==> config.mk <==
export PLATFORM = sky130hd
export DESIGN_NAME = rps_match_ctrl
export DESIGN_NICKNAME = d
export VERILOG_FILES = /design/src/rtl/rps_match_ctrl.sv
export SDC_FILE = /design/constraint.sdc
export NUM_CORES = 1
export LEC_CHECK = 0
export ABC_AREA = 1
export CORE_MARGIN = 5
export CORE_UTILIZATION = 31
export CTS_CLUSTER_SIZE = 8
export DETAILED_ROUTE_END_ITERATION = 16
export PLACE_DENSITY = 0.53
export SYNTH_ARGS = -nofsm -noshare
export SYNTH_HDL_FRONTEND = slang
export SYNTH_SLANG_ARGS = --single-unit
==> constraint.sdc <==
create_clock -name clk -period 1.7 [get_ports clk]
set_input_delay 0.425 -clock clk [delete_from_list [all_inputs] [get_ports clk]]
set_output_delay 0.425 -clock clk [all_outputs]
set_load 0.02 [all_outputs]
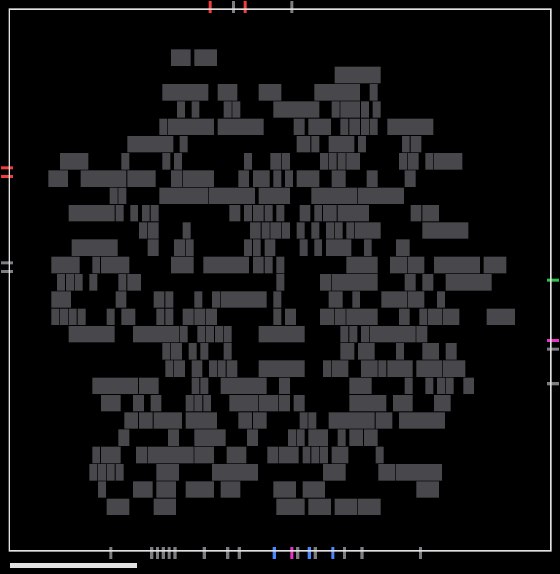
Fig. 1. Pin placement (run 1).
Scale bar: 20 um. Pins as bars across the die edge, other pins in gray.
| port | color | pins | direction | edge |
|---|---|---|---|---|
| `b_sel` | blue | 3 | input | bottom |
| `score_a` | red | 4 | output | 2 left, 2 top |
| `result_vld` | green | 1 | output | right |
| `result` | magenta | 2 | output | 1 bottom, 1 right |
all pins by edge: 18 bottom, 4 right, 4 left, 4 top
Buffers on Ports: 29
Die W: 85.0 um
Die Span Y: 85.0 um

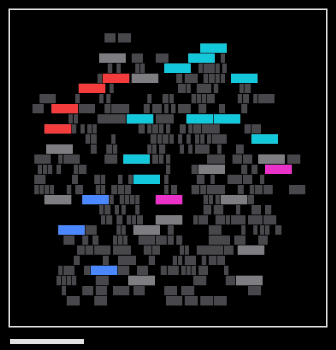
Fig. 2. Register map, names as in the netlist (run 1).
Scale bar: 20 um. Other sequential cells in the stronger gray, the rest of the logic in the fainter gray.
| netlist name | color | placed flops |
|---|---|---|
| `a_lock` | blue | 3 |
| `result` | magenta | 2 |
| `cnt` | cyan | 10 |
| `score_a` | red | 4 |
register area: 621 um2
final core occ: 41.7%
Seq area share: 27.2%

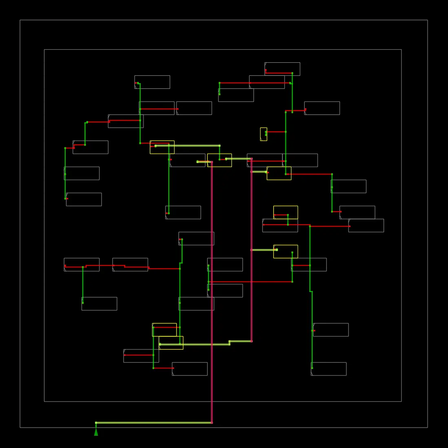
Fig. 3. Clock nets (run 1).
flip-flops: 31
power in the clock group: 644 uW
TritonCTS Buffers: 5
Clock Buffer Count: 8

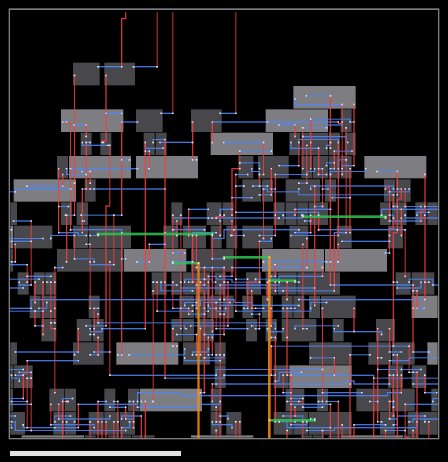
Fig. 4. Zoomed window (run 1).
Scale bar: 20 um. Window x 18 to 68, y 35 to 85 um. Cells in gray, sequential cells in the stronger gray; small squares are vias.
| layer | color |
|---|---|
| met2 | red |
| met3 | green |
| met1 | blue |
| met4 | orange |
cells with their middle in the window: 141
most frequent: nand2_1 (31), nor2_1 (16), dfxtp_1 (14)
sequential cells in the window: 14

==> impl_metrics.tcl, run 1 <==
# flow metrics
set metrics [dict create \
    drv_slew 0 \
    crit_fanout 2 \
    edf_count 0 \
    ys.flop_type "dfxtp_1" \
    grt_overflow 0 \
    slowest_delay_ns 0.60 \
    antenna_found_initial 0 \
    p_leak_nw 1.11 \
    cp_cell_sequence "clkdlybuf4s50_1" \
    wl_met3_um 129 \
    wirelength_um 4020 \
    worstHoldPathCells 2 \
    htree_num_levels 2 \
    synth.avg_cell_area_um2 7.15 \
    required_ns 1.27 \
    area_delta_synth_final_pct 30.9 \
    vias_per_cell 4.58 \
    power_density_nw_per_um2 1220 \
    grtUsageTotal_pct 11.8 \
    worst_pin_slew_ns 0.551 \
    hold_class "reg2reg" \
    ys_ff 31 \
    max_freq_mhz 612 \
    core_area_um2 5470 \
    clkTransAtPathRegs_ns 0.06 \
    endpoint_kind "output pin" \
    grt_pass1_vias 1554 \
    ir_worst_vdd_mv 0.442 \
    grt_max_degree 17 \
    drc_errors 0 \
    ant_nets 0 \
    timing.max_slew.rel_slack_pct 63.2 \
    slowest_stage "clkdlybuf4s50_1" \
    finClkSkew_ns 0.00414 \
    die_area_um2 7230 \
    yosys_area_um2 1750 \
    dr_total_vias 1658 \
    synth_area_um2 1750 \
    hold_violations 0 \
    layout-drive-gt1-share_pct 21.0 \
    critPathBufInv 1 \
    r2r_cells 8 \
    fin_crit_sh_pct 96.1 \
    nets 302 \
    cts_buffer_depth 2 \
    reg2reg_slack_ns 0.28 \
    wl_met2_um 1900 \
    setup_viol 0 \
    postCtsSetupRepairBufs 0 \
    grt_pass1_wl_um 6840 \
    insertion_delay_ns 0.28 \
    finalPower_mw 2.78 \
    fp_nets 257 \
    clkSinkCount 31 \
    cts_tree "done" \
    worstSetupPathType "reg2out" \
    run_status "completed" \
    rsz0062_at_grt "no" \
    rows 27 \
    final.min_clock_period_ns 1.63 \
    largest_reg_flops 10 \
    startpoint_type "flip-flop" \
    diodes 0 \
    fp_util_pct 31.9 \
    syn_inst 244 \
    drv_cap 0 \
    wl_per_cell_um 11.1 \
    wl_met1_um 1900 \
    path_delay_family "buffers and inverters" \
    fillers 612 \
    drt_first_pass_iters 4 \
    ys_warn_count 0 \
    routed.top_layer "met4" \
    tool_warnings 26 \
    cp.arrival_ns 1.21 \
    ys_seq_share_pct 35.6 \
    cp_num_cells 1 \
    drtIter0Drc 48 \
    io_pins 30 \
    async_flop_share_pct 0 \
    ys_cells 244 \
    routabilityCongestion 0.791 \
    synthDistinctLibCells 31 \
    root_buffer "clkbuf_8" \
    dp.final_hpwl_um 3170 \
]
## run 1: final cells by class
class	instances	area [um2]	share of cell area (%)
Clock buffer	8	100	4.38
Timing Repair Buffer	40	364	15.9
Multi-Input combinational cell	177	982	43.0
Sequential cell	31	621	27.2
Tap cell	72	90.1	3.94
Inverter	34	128	5.59
## run 1: cells in the mapped netlist (2+ instances only)
master / number / area, um2
a21oi_2: 5 / 43.8
o21ai_0: 3 / 15.0
inv_1: 26 / 97.6
nor2_4: 2 / 22.5
a21oi_1: 16 / 80.1
nand2_1: 47 / 176
ha_1: 3 / 37.5
nor2_1: 37 / 139
inv_2: 8 / 30.0
nand4_1: 5 / 31.3
nand3_1: 24 / 120
nand3b_1: 2 / 15.0
dfxtp_1: 31 / 621
nor3_2: 4 / 40.0
nand2_4: 4 / 45.0
o21ai_1: 2 / 10.0
o22ai_2: 2 / 25.0
o21ai_2: 2 / 17.5
nand2_2: 9 / 56.3
## run 1: per-stage QoR
stage,setup slack (ns),TNS (ns),hold slack (ns),cell area (um2),cells
CTS,0.000253,0,0.469,2280,362
global route,0.0223,0,0.478,2280,362
floorplan,0.425,0,0.439,1750,244
detailed placement,-0.0562,-0.282,0.459,2190,354
global placement,-0.0410,-0.201,0.452,2190,354
finish,0.0660,0,0.463,2280,362
## run 1: per-layer routing
| metal | GRT usage, % | vias to the layer above |
|---|---|---|
| met5 | 0 | - |
| met4 | 6.04 | 0 |
| met3 | 3.11 | 6 |
| met2 | 19.7 | 20 |
| met1 | 14.0 | 757 |
| li1 | - | 875 |
## run 1: power breakdown
group / leakage (nW) / internal, mW / switching [mW]
sequential: 0.251 / 0.815 / 0.107
clock: 0.0515 / 0.369 / 0.275
combinational: 0.803 / 0.474 / 0.737
total: 1.11 / 1.66 / 1.12
## run 1: logic make-up (layout without fill, tap and decap cells)
| group | count (synthesis) | in the layout | share of synthesized area (%) |
|---|---|---|---|
| and+or+nand+nor | 141 | 141 | 41.3 |
| buffers and inverters | 36 | 82 | 8.17 |
| AOI/OAI and AO/OA | 32 | 32 | 12.3 |
| DFF | 31 | 31 | 35.6 |
| adders and majority gates | 3 | 3 | 2.15 |
| xor gates and xnor gates | 1 | 1 | 0.502 |
## run 1: placed cells by master, fill, tap and decap left out, types with 5 or more instances in the layout
cell type | Yosys | layout
a21oi_1 | 16 | 16
clkdlybuf4s50_1 | 0 | 13
inv_1 | 26 | 26
clkbuf_8 | 0 | 7
dlygate4sd2_1 | 0 | 9
nor2_1 | 37 | 37
nand2_2 | 9 | 9
buf_4 | 0 | 11
inv_2 | 8 | 8
nand4_1 | 5 | 5
nand2_1 | 47 | 47
a21oi_2 | 5 | 5
nand3_1 | 24 | 24
dlymetal6s2s_1 | 0 | 5
dfxtp_1 | 31 | 31
## run 1: what timing repair did
action / 4_1_cts / 5_1_grt
setup endpoints to repair: 11 / 7
gates cloned: 0 / 0
hold buffers: 0 / 0
gates resized: 13 / 7
--- run 2 (diff from run 1) ---
- CTS_CLUSTER_SIZE: 8 -> 24
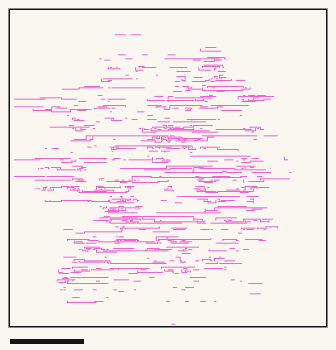
Fig. 5. M1 wires (run 2).
Scale bar: 20 um.
longest straight run: 24.1 um
wire length on this layer: 1900 um
share of all routed wire: 47%
nets with wire on the layer: 282
WL final: 4020 um
met1 Use GR: 14.0%
vias post-DR: 1658

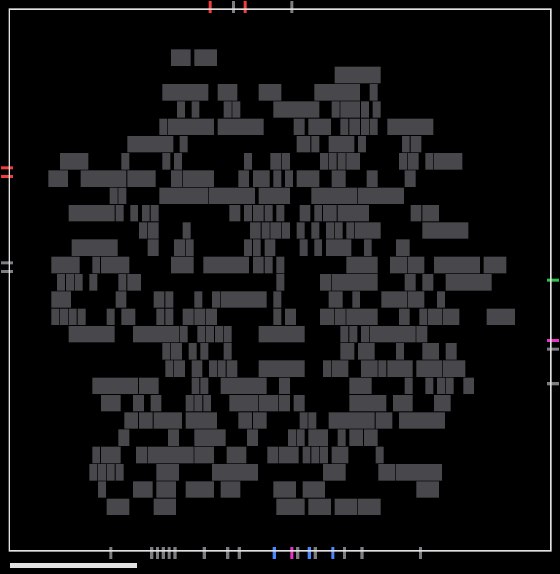
Fig. 6. Pin placement (run 2).
Scale bar: 20 um. Pins as bars across the die edge, other pins in gray.
| port | color | pins | direction | edge |
|---|---|---|---|---|
| `b_sel` | blue | 3 | input | bottom |
| `score_a` | red | 4 | output | 2 left, 2 top |
| `result` | magenta | 2 | output | 1 bottom, 1 right |
| `result_vld` | green | 1 | output | right |

==> impl_metrics.tcl, run 2 <==
# flow metrics
set metrics [dict create \
    grtUsageTotal_pct 11.8 \
    reg2reg_slack_ns 0.28 \
    cts_buffer_depth 2 \
    cp.arrival_ns 1.21 \
    common_cells "nand2_1, nor2_1, dfxtp_1" \
    dp_slack_ns -0.0562 \
    tool_warnings 26 \
    largest_reg_flops 10 \
    core_area_um2 5470 \
    synth.avg_cell_area_um2 7.15 \
    layout_top_cell "nand2_1" \
    edf_count 0 \
    worst_pin_slew_ns 0.551 \
    grt_pass1_wl_um 6840 \
    hold_class "reg2reg" \
    finClkSkew_ns 0.00414 \
    io_pins 30 \
    area_leaders "dfxtp_1, nand2_1, nor2_1, nand3_1, inv_1" \
    syn_inst 244 \
    final_cell_mix "nand2_1, nor2_1, dfxtp_1" \
    top_area_share_pct 35.6 \
    top_cell "nand2_1" \
    power_density_nw_per_um2 1220 \
    yosysTopAreaCell "dfxtp_1" \
    fp_util_pct 31.9 \
    numCtsBuffers 5 \
    antenna_found_initial 0 \
    drv_cap 0 \
    ys_seq_share_pct 35.6 \
    cp_num_cells 1 \
    worstSetupPathType "reg2out" \
    slowest_stage "clkdlybuf4s50_1" \
    wl_per_cell_um 11.1 \
    ys_warn_count 0 \
    die_area_um2 7230 \
    hold_violations 0 \
    io_buffers 29 \
    ir_worst_vdd_mv 0.442 \
    ys_ff 31 \
    finalPower_mw 2.78 \
    p_leak_nw 1.11 \
    worstHoldPathCells 2 \
    run_status "completed" \
    fin_util_pct 41.7 \
    setup_viol 0 \
    grt_overflow 0 \
    async_flop_share_pct 0 \
    htree_num_levels 2 \
    root_buffer "clkbuf_8" \
    synthDistinctLibCells 31 \
    grt_max_degree 17 \
    required_ns 1.27 \
    die_x_um 85.0 \
    routabilityCongestion 0.791 \
    slowest_delay_ns 0.60 \
    setup_ws_ns 0.0660 \
    rows 27 \
    cts_tree "done" \
    path_delay_family "buffers and inverters" \
    diodes 0 \
    rsz0062_at_grt "no" \
    crit_fanout 2 \
    fin_crit_sh_pct 96.1 \
    clkSinkCount 31 \
    ys_cells 244 \
    fp_nets 257 \
    synth_area_um2 1750 \
    r2r_cells 8 \
    drt_first_pass_iters 4 \
    cp_cell_sequence "clkdlybuf4s50_1" \
    dp.final_hpwl_um 3170 \
    fp.dieH_um 85.0 \
    nets 302 \
    final.min_clock_period_ns 1.63 \
    clkTransAtPathRegs_ns 0.06 \
    timing.max_slew.rel_slack_pct 63.2 \
    insertion_delay_ns 0.28 \
    layout-drive-gt1-share_pct 21.0 \
    endpoint_kind "output pin" \
    hold_buffers 0 \
    grt_pass1_vias 1554 \
    critPathBufInv 1 \
    ys.flop_type "dfxtp_1" \
    max_freq_mhz 612 \
]
[run 2: cell counts after synthesis]
No cell type changed its count.
[run 2: power by group]
| group | switching, mW | total (mW) | internal [mW] |
|---|---|---|---|
| clock network | 0.275 | 0.644 | 0.369 |
| logic | 0.737 | 1.21 | 0.474 |
| registers | 0.107 | 0.921 | 0.815 |
[run 2: logic make-up (layout without fill, tap and decap cells)]
logic type      after synthesis  count (layout)  share of synthesized area (%)
compound gates               32              32                           12.3
xor+xnor                      1               1                          0.502
fa+ha+maj                     3               3                           2.15
buf+inv                      36              82                           8.17
flops                        31              31                           35.6
simple gates                141             141                           41.3
[run 2: repair_timing]
action | 4_1_cts | 5_1_grt
buffers inserted | 0 | 0
resized | 13 | 7
setup endpoints to repair | 11 | 7
pin swaps | 0 | 0
[run 2: stage by stage]
stage / hold slack, ns / std cells / cell area (um2) / setup TNS, ns
finish: 0.463 / 362 / 2280 / 0
global route: 0.478 / 362 / 2280 / 0
CTS: 0.469 / 362 / 2280 / 0
detailed placement: 0.459 / 354 / 2190 / -0.282
global placement: 0.452 / 354 / 2190 / -0.201
floorplan: 0.439 / 244 / 1750 / 0
[run 2: metal layers]
metal	wire, um	part of all wire [%]	global-route usage [%]
met1	1900	47	14.0
met2	1900	47	19.7
met3	129	3.2	3.11
met4	92	2.3	6.04
met5	0	0	0
[run 2: area by class of cell]
class	count	area, um2
Fill cell	612	3190
Multi-Input combinational cell	177	982
Sequential cell	31	621
Timing Repair Buffer	40	364
Inverter	34	128
Clock buffer	8	100
Tap cell	72	90.1
Power is estimated from default activity; no workload was simulated.
